`src/rtl/plab4_net_sd_terminal_pkg.sv`:
```
// plab4_net_sd_terminal_pkg: net message layout helpers shared by the SD terminal files
package plab4_net_sd_terminal_pkg;

    // Total width of a net message {dest, src, opaque, payload}
    function automatic int net_msg_nbits(input int p, input int o, input int s);
        return p + o + 2 * s;
    endfunction

    // LSB of the src field; opaque starts at bit p, payload at bit 0
    function automatic int net_msg_src_lsb(input int p, input int o);
        return p + o;
    endfunction

    // LSB of the dest field, which occupies the top s bits
    function automatic int net_msg_dest_lsb(input int p, input int o, input int s);
        return p + o + s;
    endfunction

    // Pointer width for a power-of-two queue depth
    function automatic int ptr_nbits(input int depth);
        return $clog2(depth);
    endfunction

endpackage

```
`src/rtl/plab4_net_sd_rx_queue.sv`:
```
// plab4_net_sd_rx_queue: power-of-two depth FIFO with asynchronous active-low reset
module plab4_net_sd_rx_queue
    import plab4_net_sd_terminal_pkg::*;
#(
    parameter int p_nbits = 38,
    parameter int p_depth = 2
) (
    input  logic               clk,
    input  logic               reset,
    input  logic               enq_val_i,
    input  logic [p_nbits-1:0] enq_data_i,
    input  logic               deq_rdy_i,
    output logic [p_nbits-1:0] deq_data_o,
    output logic               full_o,
    output logic               empty_o
);

    localparam int AW = ptr_nbits(p_depth);
    localparam int CW = AW + 1;

    logic [AW-1:0]    wr_q, wr_d, rd_q, rd_d;
    logic [CW-1:0]    cnt_q, cnt_d;
    logic [p_nbits-1:0] mem_q [p_depth];
    logic             enq, deq;

    assign full_o     = cnt_q == CW'(p_depth);
    assign empty_o    = cnt_q == '0;
    assign enq        = enq_val_i & !full_o;
    assign deq        = deq_rdy_i & !empty_o;
    assign deq_data_o = mem_q[rd_q];

    // Pointers wrap naturally; enqueue plus dequeue leaves the count alone
    always_comb begin
        wr_d  = wr_q + AW'(enq);
        rd_d  = rd_q + AW'(deq);
        cnt_d = cnt_q + CW'(enq) - CW'(deq);
    end

    // Control state is the only thing reset clears
    always_ff @(posedge clk or negedge reset) begin
        if (!reset) begin
            wr_q  <= '0;
            rd_q  <= '0;
            cnt_q <= '0;
        end else begin
            wr_q  <= wr_d;
            rd_q  <= rd_d;
            cnt_q <= cnt_d;
        end
    end

    // Storage is never reset; entries are meaningful only while counted
    always_ff @(posedge clk) begin
        if (enq) mem_q[wr_q] <= enq_data_i;
    end

endmodule

```
`src/rtl/plab4_net_sd_terminal.sv`:
```
// plab4_net_sd_terminal: security-domain ring endpoint; TX register, phase-gated RX queue.
// Optional stats counters: define PLAB4_NET_SD_TERMINAL_STATS_EN.
module plab4_net_sd_terminal
    import plab4_net_sd_terminal_pkg::*;
#(
    parameter int   p_payload_nbits = 32,
    parameter int   p_opaque_nbits  = 3,
    parameter int   p_srcdest_nbits = 3,
    parameter int   p_term_id       = 0,
    parameter logic p_sd            = 1'b0,
    parameter int   p_rx_depth      = 2,
    localparam int  P = p_payload_nbits,
    localparam int  O = p_opaque_nbits,
    localparam int  S = p_srcdest_nbits,
    localparam int  M = net_msg_nbits(P, O, S)
) (
    input  logic         clk,
    input  logic         reset,
    input  logic         cur_sd,
    input  logic         tx_val,
    output logic         tx_rdy,
    input  logic [S-1:0] tx_dest,
    input  logic [O-1:0] tx_opaque,
    input  logic [P-1:0] tx_payload,
    output logic         net_in_val,
    input  logic         net_in_rdy,
    output logic [M-1:0] net_in_msg,
    output logic         net_in_sd,
    input  logic         net_out_val,
    output logic         net_out_rdy,
    input  logic [M-1:0] net_out_msg,
    output logic         rx_val,
    input  logic         rx_rdy,
    output logic [S-1:0] rx_src,
    output logic [O-1:0] rx_opaque,
    output logic [P-1:0] rx_payload,
    output logic         err_misroute
`ifdef PLAB4_NET_SD_TERMINAL_STATS_EN
    ,
    output logic [15:0]  stat_tx_cnt,
    output logic [15:0]  stat_rx_cnt
`endif
);

    localparam int QW       = P + O + S;
    localparam int DEST_LSB = net_msg_dest_lsb(P, O, S);

    logic         tx_full_q, tx_full_d;
    logic [M-1:0] tx_msg_q, tx_msg_d;
    logic         err_q, err_d;
    logic         tx_go, tx_drain, rx_go, rx_hit, rx_full, rx_empty;
    logic [QW-1:0] rx_head;

    // Reset forces the ready outputs low even though the state is already clear
    assign tx_rdy      = reset & (!tx_full_q | net_in_rdy);
    assign tx_go       = tx_val & tx_rdy;
    assign tx_drain    = tx_full_q & net_in_rdy;
    assign net_in_val  = tx_full_q;
    assign net_in_msg  = tx_msg_q;
    assign net_in_sd   = p_sd;

    // Readiness depends only on our own phase and our own queue, never on rx_rdy
    assign net_out_rdy = reset & (cur_sd == p_sd) & !rx_full;
    assign rx_go       = net_out_val & net_out_rdy;
    assign rx_hit      = net_out_msg[DEST_LSB +: S] == S'(p_term_id);

    assign rx_val      = !rx_empty;
    assign {rx_src, rx_opaque, rx_payload} = rx_head;
    assign err_misroute = err_q;

    // TX register reloads on accept, empties on drain without accept
    always_comb begin
        tx_full_d = tx_go | (tx_full_q & !tx_drain);
        tx_msg_d  = tx_go ? {tx_dest, S'(p_term_id), tx_opaque, tx_payload} : tx_msg_q;
        err_d     = err_q | (rx_go & !rx_hit);
    end

    // Control flags with asynchronous active-low clear
    always_ff @(posedge clk or negedge reset) begin
        if (!reset) begin
            tx_full_q <= 1'b0;
            err_q     <= 1'b0;
        end else begin
            tx_full_q <= tx_full_d;
            err_q     <= err_d;
        end
    end

    // Message data is not reset; it only matters while tx_full_q is set
    always_ff @(posedge clk) begin
        tx_msg_q <= tx_msg_d;
    end

    plab4_net_sd_rx_queue #(
        .p_nbits (QW),
        .p_depth (p_rx_depth)
    ) u_rx_queue (
        .clk        (clk),
        .reset      (reset),
        .enq_val_i  (rx_go & rx_hit),
        .enq_data_i (net_out_msg[QW-1:0]),
        .deq_rdy_i  (rx_rdy),
        .deq_data_o (rx_head),
        .full_o     (rx_full),
        .empty_o    (rx_empty)
    );

`ifdef PLAB4_NET_SD_TERMINAL_STATS_EN
    logic [15:0] stx_q, stx_d, srx_q, srx_d;

    // Saturating injection and good-reception counters
    always_comb begin
        stx_d = (tx_drain && stx_q != 16'hFFFF) ? stx_q + 16'd1 : stx_q;
        srx_d = (rx_go && rx_hit && srx_q != 16'hFFFF) ? srx_q + 16'd1 : srx_q;
    end

    // Counters clear with reset
    always_ff @(posedge clk or negedge reset) begin
        if (!reset) begin
            stx_q <= '0;
            srx_q <= '0;
        end else begin
            stx_q <= stx_d;
            srx_q <= srx_d;
        end
    end

    assign stat_tx_cnt = stx_q;
    assign stat_rx_cnt = srx_q;
`endif

endmodule

```
`config.mk`:
```
export PLATFORM = sky130hd
export DESIGN_NAME = plab4_net_sd_terminal
export DESIGN_NICKNAME = d
export VERILOG_FILES = /design/src/rtl/plab4_net_sd_terminal_pkg.sv /design/src/rtl/plab4_net_sd_rx_queue.sv /design/src/rtl/plab4_net_sd_terminal.sv
export SDC_FILE = /design/constraint.sdc
export NUM_CORES = 1
export LEC_CHECK = 0
export ABC_CLOCK_PERIOD_IN_PS = 3320
export CORE_MARGIN = 5
export CORE_UTILIZATION = 43
export DETAILED_ROUTE_END_ITERATION = 7
export PLACE_DENSITY_LB_ADDON = 0.3
export SYNTH_ARGS = -nofsm -noshare
export SYNTH_HDL_FRONTEND = slang
export SYNTH_SLANG_ARGS = --single-unit
```
`constraint.sdc`:
```
create_clock -name clk -period 3.32 [get_ports clk]
set_input_delay 0.83 -clock clk [delete_from_list [all_inputs] [get_ports clk]]
set_output_delay 0.83 -clock clk [all_outputs]
set_load 0.01 [all_outputs]
```
==> flow_summary.yaml, run 1 <==
# implementation run metrics
power_and_ir_drop:
  power_mw: 4.30
  power.group.top: "sequential cells"
  p_int_mw: 3.33
  power.leakage_nw: 2.37
  max-vdd-ir-drop_uv: 312
clock_tree:
  cts_hold_buf: 0
  cts_buffer_depth: 2
  cts.sink_count: 120
  cts-htree-levels: 4
synthesis:
  yosysCellCount: 193
  simple_gate_share_pct: 1.46
  edf_count: 114
  synth_area_per_cell_sq_um: 22.2
  synth_flops: 120
  synth_cell_types: 22
  synth_area_sq_um: 4290
  synth-area-yosys_sq_um: 4290
  mux_share_pct: 10.8
layout:
  area_growth_syn_to_layout_pct: 55.7
  ff_latch_area_sq_um: 3570
  nNonClkBuffers: 173
  sh_seq_area_pct: 53.5
  sh_comb_area_pct: 9.70
  inv_count: 6
  filler_cell_count: 685
place:
  place_ws_ns: 0.338
  dpl.cell_count: 494
  io_buffer_count: 166
global_routing:
  antenna_found_initial: 0
  grt_pass1_wl_um: 13200
  first_global_vias: 2579
worst_setup_path:
  crit_start: "u_rx_queue.rd_q$_DFF_PN0_"
  end_kind: "output port"
  required_ns: 2.49
timing:
  finalHoldViolations: 0
  rsz0062_at_grt: "no"
  timing.final.ws_setup_ns: 0.136
  finalSetupViolCount: 0
  fmax_mhz: 314
  whs_ns: 0.523
  slew_headroom_pct: 64.5
detailed_routing:
  via_per_inst: 4.56
  wirelength_um: 8990
  dr.pass1.iters: 4
  met3_length_um: 1420
  drc: 0
hold_path:
  whs_path_depth: 2
  min_to: "err_misroute$_DFF_PN0_"
floorplan:
  n_tap_cell: 133
outcome:
  status: "completed"
[run 1: stage by stage]
step	utilization, %	cell area (sq um)
finish	68.4	6680
detailed placement	62.9	6150
global route	68.4	6680
global placement	62.9	6150
CTS	68.4	6680
floorplan	-	4300
[run 1: worst max-delay path: stages, from the launching register on]
cell	delay, ns
dfrtp_2	0.70
buf_4	0.28
mux2_2	0.34
clkdlybuf4s50_1	0.52
[run 1: state kept, by name, indices dropped and copies added, names as in the netlist]
signal / flops
net_in_val: 1
u_rx_queue.rd_q: 1
u_rx_queue.mem_q: 76
err_misroute: 1
u_rx_queue.cnt_q: 2
u_rx_queue.wr_q: 1
net_in_msg: 38
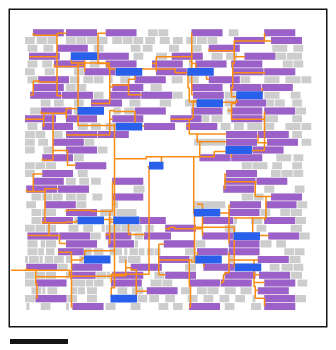
Fig. 1. Clock distribution (run 1).
Bar = 20 um.
[blue] cells driving clock nets | count: 17
[orange] clock wires | length: 1320 um
[purple] flip-flops | count: 120
routed clock nets: 18

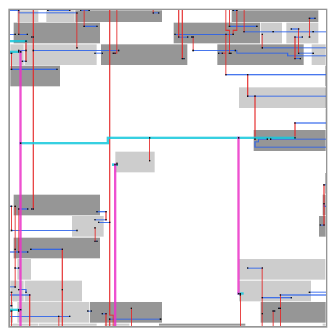
Fig. 2. Close-up of the layout (run 1).
Region (35, 35) to (75, 75) um. Cells in gray, sequential cells in the stronger gray; small squares are vias.
[magenta] met4
[blue] met1
[red] met2
[cyan] met3
sequential cells in the window: 12
most frequent: edfxtp_1 (11), clkbuf_16 (3)
netlist names of flops here include: u_rx_queue.mem_q (10)
cells with their middle in the window: 26

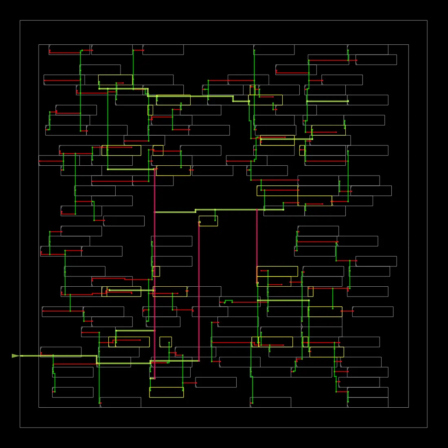
Fig. 3. The clock network (run 1).
Num CTS Buffers: 17
clkbuf count: 19
flop count: 120
worst clock skew: 0.00556 ns

Fig. 4: run 1, M3 wires
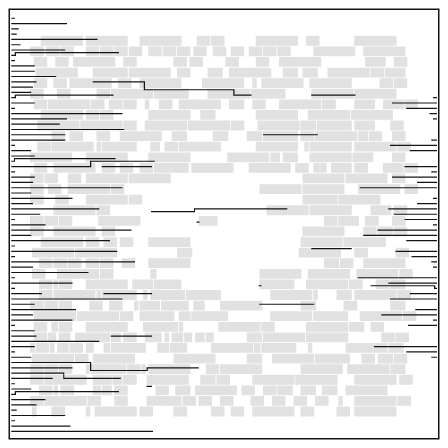

--- run 2 (diff from run 1) ---
--- a/config.mk
+++ b/config.mk
@@ -9,6 +9,7 @@
 export CORE_MARGIN = 5
 export CORE_UTILIZATION = 43
 export DETAILED_ROUTE_END_ITERATION = 7
+export DONT_BUFFER_PORTS = 1
 export PLACE_DENSITY_LB_ADDON = 0.3
 export SYNTH_ARGS = -nofsm -noshare
 export SYNTH_HDL_FRONTEND = slang
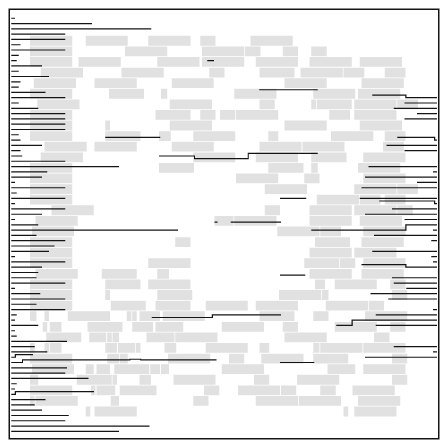
Fig. 5. M3 wires (run 2).
nets with wire on the layer: 119
wire length on this layer: 1380 um
longest straight run: 42.5 um
share of all routed wire: 18%

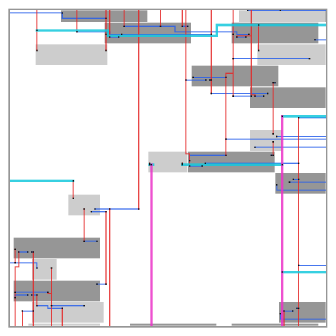
Fig. 6. Close-up of the layout (run 2).
Region (35, 35) to (75, 75) um. Cells in gray, sequential cells in the stronger gray; small squares are vias.
[magenta] met4
[blue] met1
[cyan] met3
[red] met2
sequential cells in the window: 10
cells with their middle in the window: 18
netlist names of flops here include: u_rx_queue.mem_q (10)
most frequent: edfxtp_1 (10), clkbuf_16 (3), mux2_2 (2)

==> flow_summary.yaml, run 2 <==
# implementation run metrics
timing:
  slew_headroom_pct: 35.9
  timing.final.ws_setup_ns: 0.589
  clock-skew-final_ns: 0.00567
  whs_ns: 0.422
worst_setup_path:
  path_cells: "buf_12, mux2_2"
  end_kind: "output port"
  required_ns: 2.49
clock_tree:
  cts.sink_count: 120
  cts_hold_buf: 1
  cts_buffer_depth: 2
detailed_routing:
  met3_length_um: 1380
  dr.pass1.iters: 4
  via_per_inst: 4.94
hold_path:
  whs_path_depth: 0
outcome:
  status: "completed"
layout:
  postLayoutCellArea_sq_um: 5010
  final_util_pct: 51.3
synthesis:
  edf_count: 114
  synth_area_per_cell_sq_um: 22.2
global_routing:
  first_global_vias: 1965
[run 2: cell types whose count changed in the layout (fill, tap and decap cells not counted), sizes merged]
cell           change
buf                -4
bufinv             -1
clkdlybuf4s50    -166
clkinvlp           +2
dlygate4sd3        +1
[run 2: final cells by class]
type | count | area share (%)
Sequential cell | 120 | 71.3
Multi-Input combinational cell | 62 | 12.9
Clock buffer | 19 | 8.41
Timing Repair Buffer | 4 | 1.40
Tap cell | 133 | 3.32
Inverter | 6 | 0.449
Clock inverter | 13 | 2.15
[run 2: logic make-up after synthesis]
kind of cell | synth area share [%]
buffers and inverters | 2.19
xor gates and xnor gates | 0.612
and+or+nand+nor | 1.46
muxes | 10.8
adders and majority gates | 1.17
DFF | 83.3
AOI/OAI and AO/OA | 0.379
other | 0.0874
